### config.mk
export PLATFORM = sky130hd
export DESIGN_NAME = serial_adder_flat
export DESIGN_NICKNAME = d
export VERILOG_FILES = /design/src/rtl/serial_adder_if.sv /design/src/rtl/serial_adder.sv /design/src/flat_wrapper.sv
export SDC_FILE = /design/constraint.sdc
export NUM_CORES = 1
export LEC_CHECK = 0
export ABC_AREA = 0
export ABC_CLOCK_PERIOD_IN_PS = 3350
export CORE_MARGIN = 5
export CORE_UTILIZATION = 58
export CTS_BUF_LIST = sky130_fd_sc_hd__clkbuf_4
export CTS_CLUSTER_DIAMETER = 200
export DETAILED_ROUTE_END_ITERATION = 8
export GPL_ROUTABILITY_DRIVEN = 0
export PLACE_DENSITY_LB_ADDON = 0.12
export SLEW_MARGIN = 40
export SYNTH_ARGS = -nofsm -noshare
export SYNTH_HDL_FRONTEND = slang
export SYNTH_SLANG_ARGS = --single-unit
### constraint.sdc
create_clock -name clk -period 3.35 [get_ports clk]
set_input_delay 0.67 -clock clk [delete_from_list [all_inputs] [get_ports clk]]
set_output_delay 0.67 -clock clk [all_outputs]
set_load 0.1 [all_outputs]
### src/rtl/serial_adder_if.sv
// rtl/serial_adder_if.sv - start/done handshake and operand/result bundle for serial_adder
interface serial_adder_if #(parameter int WIDTH = 8);
  logic             start;
  logic [WIDTH-1:0] A;
  logic [WIDTH-1:0] B;
  logic             cin;
  logic             busy;
  logic             done;
  logic [WIDTH-1:0] sum;
  logic             cout;

  modport master (output start, A, B, cin, input busy, done, sum, cout);
  modport slave  (input start, A, B, cin, output busy, done, sum, cout);
endinterface

### src/rtl/serial_adder.sv
// rtl/serial_adder.sv - bit-serial LSB-first adder, one full-adder cell, WIDTH cycles per result
module serial_adder #(
  parameter int WIDTH = 8
) (
  input logic          clk,
  input logic          rst,
  serial_adder_if.slave bus
);
  localparam int CW = $clog2(WIDTH);
  localparam logic [CW-1:0] LAST = CW'(WIDTH - 1);

  typedef enum logic [1:0] {IDLE, RUN, DONE} state_t;

  state_t           state;
  logic [WIDTH-1:0] a_sr;
  logic [WIDTH-1:0] b_sr;
  logic [WIDTH-1:0] ps;
  logic [WIDTH-1:0] sum_r;
  logic             carry;
  logic             cout_r;
  logic             busy_r;
  logic             done_r;
  logic [CW-1:0]    cnt;

  logic             s;
  logic             maj;
  logic [WIDTH-1:0] ps_next;

  assign s       = a_sr[0] ^ b_sr[0] ^ carry;
  assign maj     = (a_sr[0] & b_sr[0]) | (a_sr[0] & carry) | (b_sr[0] & carry);
  assign ps_next = {s, ps[WIDTH-1:1]};

  always_ff @(posedge clk) begin
    if (rst) begin
      state  <= IDLE;
      a_sr   <= '0;
      b_sr   <= '0;
      ps     <= '0;
      sum_r  <= '0;
      carry  <= 1'b0;
      cout_r <= 1'b0;
      busy_r <= 1'b0;
      done_r <= 1'b0;
      cnt    <= '0;
    end else begin
      case (state)
        // DONE accepts a new request exactly like IDLE so start held high streams results
        IDLE, DONE: begin
          done_r <= 1'b0;
          if (bus.start) begin
            a_sr   <= bus.A;
            b_sr   <= bus.B;
            carry  <= bus.cin;
            ps     <= '0;
            cnt    <= '0;
            busy_r <= 1'b1;
            state  <= RUN;
          end else begin
            state <= IDLE;
          end
        end
        RUN: begin
          a_sr  <= a_sr >> 1;
          b_sr  <= b_sr >> 1;
          carry <= maj;
          ps    <= ps_next;
          cnt   <= cnt + 1'b1;
          if (cnt == LAST) begin
            sum_r  <= ps_next;
            cout_r <= maj;
            busy_r <= 1'b0;
            done_r <= 1'b1;
            state  <= DONE;
          end
        end
        default: state <= IDLE;
      endcase
    end
  end

  assign bus.busy = busy_r;
  assign bus.done = done_r;
  assign bus.sum  = sum_r;
  assign bus.cout = cout_r;
endmodule

### src/flat_wrapper.sv
// flat-port wrapper written by rule: the top's interface ports become plain ports
module serial_adder_flat 
#(
  parameter int WIDTH = 8
)
  (clk, rst, bus_start, bus_A, bus_B, bus_cin, bus_busy, bus_done, bus_sum, bus_cout);
  serial_adder_if #(.WIDTH(WIDTH)) bus_i ();
  input logic clk;
  input logic rst;
  input wire logic [$bits(bus_i.start)-1:0] bus_start;
  input wire logic [$bits(bus_i.A)-1:0] bus_A;
  input wire logic [$bits(bus_i.B)-1:0] bus_B;
  input wire logic [$bits(bus_i.cin)-1:0] bus_cin;
  output wire logic [$bits(bus_i.busy)-1:0] bus_busy;
  output wire logic [$bits(bus_i.done)-1:0] bus_done;
  output wire logic [$bits(bus_i.sum)-1:0] bus_sum;
  output wire logic [$bits(bus_i.cout)-1:0] bus_cout;
  assign bus_i.start = bus_start;
  assign bus_i.A = bus_A;
  assign bus_i.B = bus_B;
  assign bus_i.cin = bus_cin;
  assign bus_busy = bus_i.busy;
  assign bus_done = bus_i.done;
  assign bus_sum = bus_i.sum;
  assign bus_cout = bus_i.cout;
  serial_adder #(.WIDTH(WIDTH)) u_core (.clk(clk), .rst(rst), .bus(bus_i));
endmodule
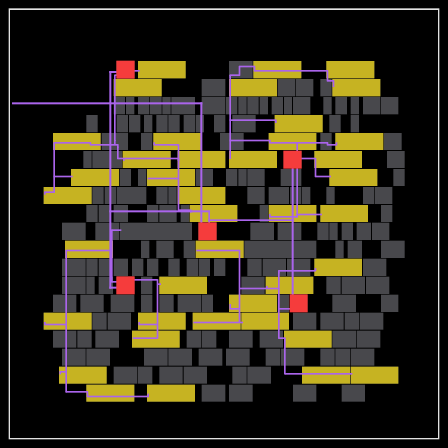
Figure 1: run 1, clock wires, drivers and flops.
legend:
  purple:
    item: clock wires
    length: 438 um
  red:
    item: cells driving clock nets
    count: 5
  yellow:
    item: flip-flops
    count: 40
flops lie: spread over the die
post-route clock skew: 0.00637 ns
power consumed by the clock network: 314 uW
power share of the clock group: 32.0%
clock network latency to the later pin of the worst-skew pair: 0.35 ns

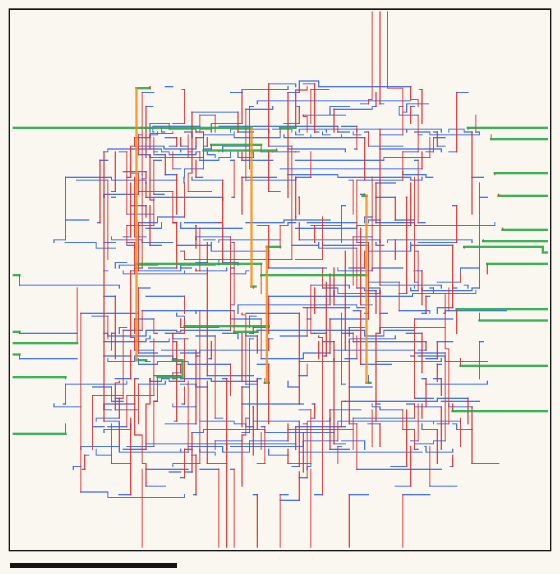
Figure 2: run 1, metal layers overlaid.
Bar = 20 um.
legend:
  orange:
    layer: met4
    wire_length: 90.4 um
  green:
    layer: met3
    wire_length: 218 um
  red:
    layer: met2
    wire_length: 1420 um
  blue:
    layer: met1
    wire_length: 1540 um

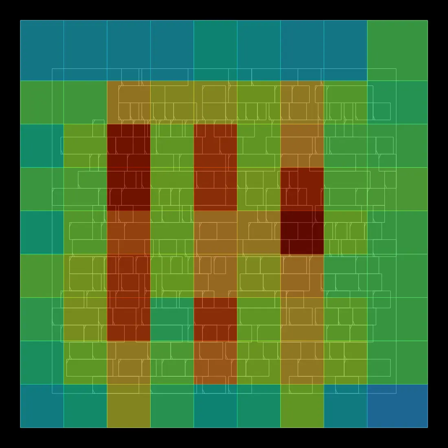
Figure 3: run 1, routing congestion.
met1 usage in global routing: 21.7%
final routed wire length divided by cell count: 13.8 um

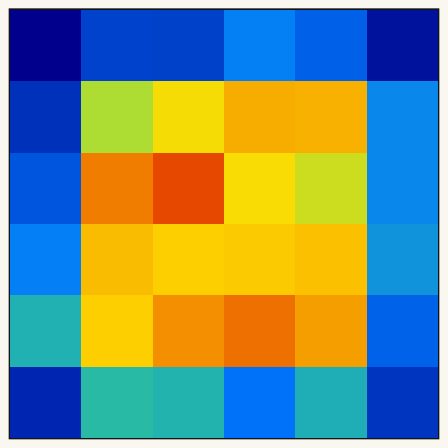
Figure 4: run 1, placement density heat map.
The die is cut into 6 by 6 equal tiles; dark blue is low, red is high, 0 to 100% covered.
nearly empty tiles: 2.8%
mean over tiles: 47%
fullest tile: 92%
emptiest ninth of the die: north-west
standard cell core area: 2830 um2
utilization after layout: 71.6%

==> CHANGELOG.md, run 1 <==
## Implementation

* Num sequential at 40
* Final std cells w/o fill at 236
* Largest net degree at the start of global routing at around 41
* Horiz. Die Dim at ~65 um
* Max H-tree Level at 2
* Maximum net fanout on the critical path at 18
* Count of input and output buffers at 30
* Bufs w/o clock at 34
* Critical path's top delay family: buffers and inverters
* # DRC at 0
* First-pass GRT wire length at a little under 6000 um
* Run status: complete, no violations
* Destination of the critical timing path: u_core.cnt[1]$_SDFFE_PP0P_
* Time the final worst path needs with I/O delays and setup at 1.86 ns
* Synth cell types at 21
* Net count of the mapped netlist at between 200 and 250
* Setup Viol. Count Final at 0
* Area reported by Yosys stat at around 1700 um2
* Met3 global-route usage at a little over 5%
* Non-clk buf share at roughly 15%
* WS Path Type: in2reg
* Yosys aoi share at roughly 12%
* Number of standard cells reported by yosys at 181
* Crit-path max cell delay at approximately 0.48 ns
* DP HPWL at between 2000 and 2500 um
* Sequential portion of the cell area at 39.6%
* Number of buffers created by CTS at 5
* Remaining max-slew budget at the tightest pin at roughly 56%
* Total length of routed met3 wires at about 220 um
* Reg area at 801 um2
* Clock slew seen by the registers of the worst setup and hold paths at 0.11 ns
* Flop and latch count out of synthesis at about 40
* Logic inverters at 0
* Ports placed on the boundary at 31
* Top comb family, area: simple AND/OR/NAND/NOR gates
* Number of placement rows at 19
* Top post-synthesis cells by area: dfxtp_1 46%, nor3_2 14%, a21oi_1 6.6%, o22ai_1 5.4%, nand3_2 4.6%
* Die footprint at 4200 um2
* Fraction of area in multi-input gates at 40.0%
* Fraction of registers with async set or reset after synthesis at 0%
* Most common library cells after synthesis: 40 x dfxtp_1, 24 x nor3_2, 23 x a21oi_1
* WP depth at 5
* Cell type with the largest total area after synthesis: dfxtp_1
* Number of logged tool warnings at 26
* Fraction of synthesized cell area in xor and xnor cells at 0%
* Kind of end point of the critical path: flip-flop
* Area fraction in and, or, nand and nor cells after synthesis at a little under a third
* Number of cells traversed by the worst register-to-register path at 5
* Maxcap violations at 0
* Share of the clock period used by the worst path at between 50% and 60%
[run 1: state kept, by name, indices dropped and copies added, names as in the netlist, 2 cells and up]
register        flops
u_core.b_sr         8
u_core.bus.sum      8
u_core.a_sr         8
u_core.ps           7
u_core.cnt          3
u_core.state        2
[run 1: power breakdown]
part | leakage (uW) | switching [uW] | internal, uW
clock network | 0.0000456 | 150 | 165
registers | 0.000327 | 17.8 | 501
logic | 0.000346 | 84.5 | 65.9
total | 0.000719 | 252 | 731
[run 1: metrics by stage]
stage,area [um2],power (uW),hold slack [ns],setup slack [ns]
floorplan,1740,651,0.440,1.76
global placement,1960,675,0.442,1.18
detailed placement,1940,679,0.450,1.13
CTS,2020,992,0.466,1.48
global route,2020,1040,0.497,1.33
finish,2020,983,0.468,1.49
==> run 2: changes to the inputs <==
ABC_CLOCK_PERIOD_IN_PS = 1600   (was 3350)
CORE_UTILIZATION = 49   (was 58)
clock period = 1.6 ns   (was 3.35 ns; I/O delays follow)
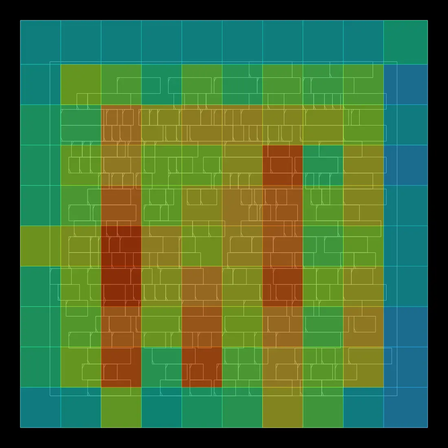
Figure 5: run 2, routing congestion.
final routed wire length divided by cell count: 14.0 um
routing layer with the top usage in global route: met2

==> run 2 against run 1 <==
Against the previous run: sequential cell count unchanged; routed wire length rose by 9.6%; power rose by 110%; sequential share of layout area down 4.1 points; sequential power grew 110%; register-to-register slack worse by 1.2 ns; critical path type is now reg2reg; highest routed layer unchanged.
==> CHANGELOG.md, run 2 <==
## Implementation

* First-pass GRT wire length at roughly 6300 um
* Setup Viol. Count Final at 0
* Reg area at roughly 800 um2
* Kind of end point of the critical path: flip-flop
* Fraction of synthesized cell area in xor and xnor cells at 0%
* Placed inst area at 2170 um2
* Cell-internal power at ~1600 uW
* Yosys aoi share at about an eighth
* Net count of the mapped netlist at just over 200
* Net Switching at about 540 uW
* Most common library cells after synthesis: 40 x dfxtp_1, 24 x nor3_2, 23 x a21oi_1
* Area fraction in and, or, nand and nor cells after synthesis at between 30% and 40%
* Synth cell types at 21
* Non-clk buf share at 22.8%
* Ports placed on the boundary at 31
* Top post-synthesis cells by area: dfxtp_1 46%, nor3_2 14%, a21oi_1 6.6%, o22ai_1 5.4%, nand3_2 4.6%
* Number of logged tool warnings at 26
* Remaining max-slew budget at the tightest pin at 79.9%
* Count of input and output buffers at 30
* Share of the clock period used by the worst path at about 80%
* Standard cell core area at 3390 um2
* Maxcap violations at 0
* Run status: complete, no violations
* Sequential portion of the cell area at 35.4%
* Max H-tree Level at 2
* Required time of the critical path at 1.86 ns
* Critical path's top delay family: flip-flops
* Met3 global-route usage at ~4.6%
* WS Path Type: reg2reg
* Bufs w/o clock at 39
* Clock network latency to the later pin of the worst-skew pair at 0.34 ns
* Fin Hold WS at around 0.47 ns
* Pre-CTS setup slack at 0.103 ns
* Horiz. Die Dim at slightly below 70 um
* Fraction of area in multi-input gates at between 30% and 40%
* Number of buffers created by CTS at 5
* Power consumed by the clock network at 659 uW
* Maximum net fanout on the critical path at 16
* Area reported by Yosys stat at about 1700 um2
* Num sequential at roughly 40
* Time the final worst path needs with I/O delays and setup at roughly 1.3 ns
* Number of placement rows at 21
* Fraction of registers with async set or reset after synthesis at 0%
* Largest net degree at the start of global routing at approximately 40
* DP HPWL at between 2000 and 2500 um
* Post-route cell area at between 2000 and 2500 um2
* Power share of the clock group at 31.4%
* Part of the power in registers at around half
* Clock slew seen by the registers of the worst setup and hold paths at around 0.12 ns
* Flop and latch count out of synthesis at 40
* Seq power at roughly 1100 uW
* Switching Share at 25.8%
* Crit-path max cell delay at ~0.48 ns
* Final std cells w/o fill at 256
* Final worst slack at 0.338 ns
* Top power group: registers
* Total length of routed met3 wires at between 150 and 200 um
* Post-route clock skew at around 0.0083 ns
-- run 2: path summary, 6_finish.rpt --
kind                                 from                             end  slack, ns  cells after the start
max          u_core.state[0]$_SDFFE_PP0P_     u_core.a_sr[6]$_SDFFE_PP0P_       0.34                      4
min             u_core.ps[1]$_SDFFE_PP0P_  u_core.bus.sum[0]$_SDFFE_PP0P_       0.47                      2
max reg2reg  u_core.state[0]$_SDFFE_PP0P_     u_core.a_sr[6]$_SDFFE_PP0P_       0.34                      4
min reg2reg     u_core.ps[1]$_SDFFE_PP0P_  u_core.bus.sum[0]$_SDFFE_PP0P_       0.47                      2
-- run 2: stage by stage --
step	util (%)	total power, uW
floorplan	-	1360
global placement	63.9	1440
detailed placement	63.9	1460
CTS	66.3	2120
global route	66.7	2210
finish	66.7	2100
==> run 3: changes to the inputs <==
ABC_CLOCK_PERIOD_IN_PS = 1200   (was 1600)
CORE_UTILIZATION = 54   (was 49)
clock period = 1.2 ns   (was 1.6 ns; I/O delays follow)
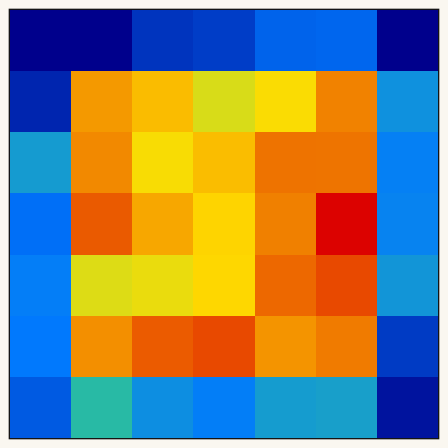
Figure 6: run 3, placement density heat map.
The die is cut into 7 by 7 equal tiles; dark blue is low, red is high, 0 to 100% covered.
utilization after layout: 77.8%
standard cell core area: 3080 um2
initial core utilization: 56.6%

==> run 3 against run 2 <==
Against the previous run: the flow now finishes with violations (negative setup slack); utilization grew 11 points; clock-buffer cell count down 1; global-route usage rose by 3.1 points; final cell count increased by 1.2%; critical path type unchanged; critical endpoint is now u_core.bus.sum[0]$_SDFFE_PP0P_; largest power group unchanged.
==> CHANGELOG.md, run 3 <==
## Implementation

* Run status: finished, violations left
* Failing checks: negative setup slack
* Startpoint of the lowest-slack register-to-register path: u_core.cnt[1]$_SDFFE_PP0P_
* Placed inst area at ~2200 um2
* Cell-internal power at about 2100 uW
* Number of cells traversed by the worst register-to-register path at 6
* Max H-tree Level at 2
* Most common library cells after synthesis: 40 x dfxtp_1, 24 x nor3_2, 23 x a21oi_1
* Crit-path max cell delay at ~0.37 ns
* Register-to-Register Setup Slack at -0.05 ns
* Critical path's top delay family: flip-flops
* Reg area at between 800 and 900 um2
* DP HPWL at 2460 um
* Power share of the clock group at between 30% and 40%
* Net Switching at 743 uW
* Part of the power in registers at between 50 and 60%
* Net count of the mapped netlist at approximately 200
* Area reported by Yosys stat at approximately 1700 um2
* WS Path Type: reg2reg
* Total length of routed met3 wires at about 220 um
* Clock network latency to the later pin of the worst-skew pair at approximately 0.35 ns
* Maxcap violations at 0
* Yosys aoi share at approximately an eighth
* Endpoint with the worst hold slack: u_core.a_sr[7]$_SDFFE_PP0P_
* Power consumption at 2810 uW
* Top post-synthesis cells by area: dfxtp_1 46%, nor3_2 14%, a21oi_1 6.6%, o22ai_1 5.4%, nand3_2 4.6%
* Fraction of synthesized cell area in xor and xnor cells at 0%
* Number of placement rows at 20
* Pre-CTS setup slack at -0.239 ns
* Largest net degree at the start of global routing at 41
* Flop and latch count out of synthesis at 40
* Setup Viol. Count Final at 9
* Cell type with the largest total area after synthesis: dfxtp_1
* Maximum net fanout on the critical path at 5
* Hold path start: bus_A[7]
* Crit path from: u_core.cnt[1]$_SDFFE_PP0P_
* Number of cells on the worst hold path at 3
* First-pass GRT wire length at approximately 6400 um
* Number of standard cells reported by yosys at roughly 180
* Fin Hold WS at between 0.4 and 0.5 ns
* Post-route clock skew at roughly 0.0091 ns
* Destination of the critical timing path: u_core.bus.sum[0]$_SDFFE_PP0P_
* Final worst slack at -0.0507 ns
* Synth cell types at 21
* Switching Share at 26.4%
* Terminus of the critical flop-to-flop path: u_core.bus.sum[0]$_SDFFE_PP0P_
* Remaining max-slew budget at the tightest pin at between 80% and 90%
* Share of the clock period used by the worst path at 104%
* Number of logged tool warnings at 29
* Final std cells w/o fill at about 260
==> run 3: power groups by stage <==
stage,combinational (uW),clock [uW],sequential [uW]
3_5_place_dp,483,0,1480
4_1_cts,488,876,1450
2_1_floorplan,329,0,1490
5_1_grt,548,939,1460
6_report,501,858,1450
3_3_place_gp,468,0,1480
==> run 3: repair_timing <==
item / in CTS / in global routing
cloned: 1 / 0
buffers inserted: 0 / 1
pin swaps: 7 / 3
resized: 12 / 12
setup endpoints to repair: 13 / 40
hold buffers: 0 / 0
==> run 3: layout make-up <==
class                      instances  share of cell area, %
sequential                        40                   34.5
timing repair buffer              44                   23.9
clock buffer                       5                   1.57
tap                               44                   2.30
clock inverter                     3                   1.57
multi-input combinational        123                   36.1

==> layout pictures side by side <==
Selected gate families.
Bar = 20 um.
Plate I
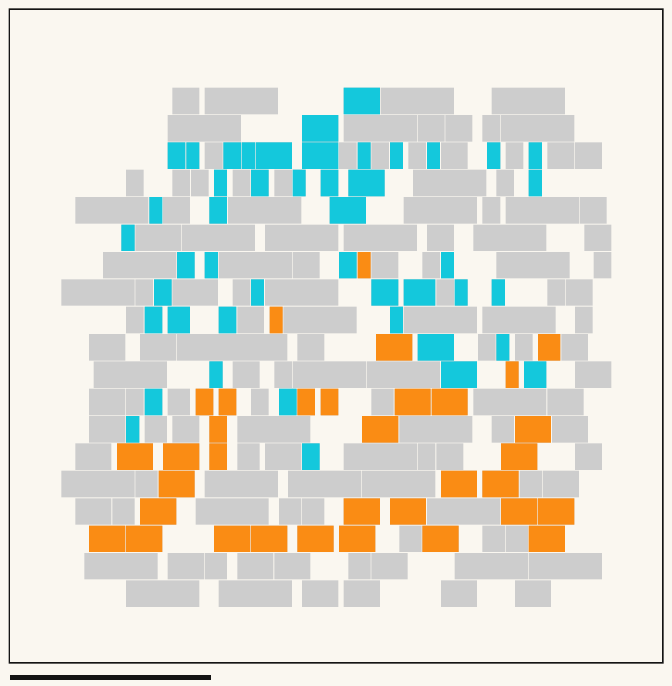
Plate II
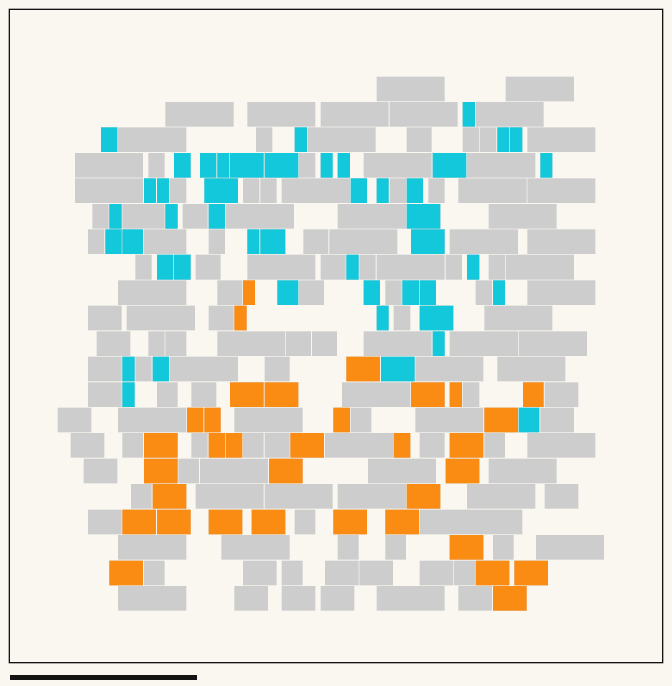
Plate I comes from run 1.
Plate II comes from run 2.

No activity file was given, so power comes from the tool's default toggle rates.
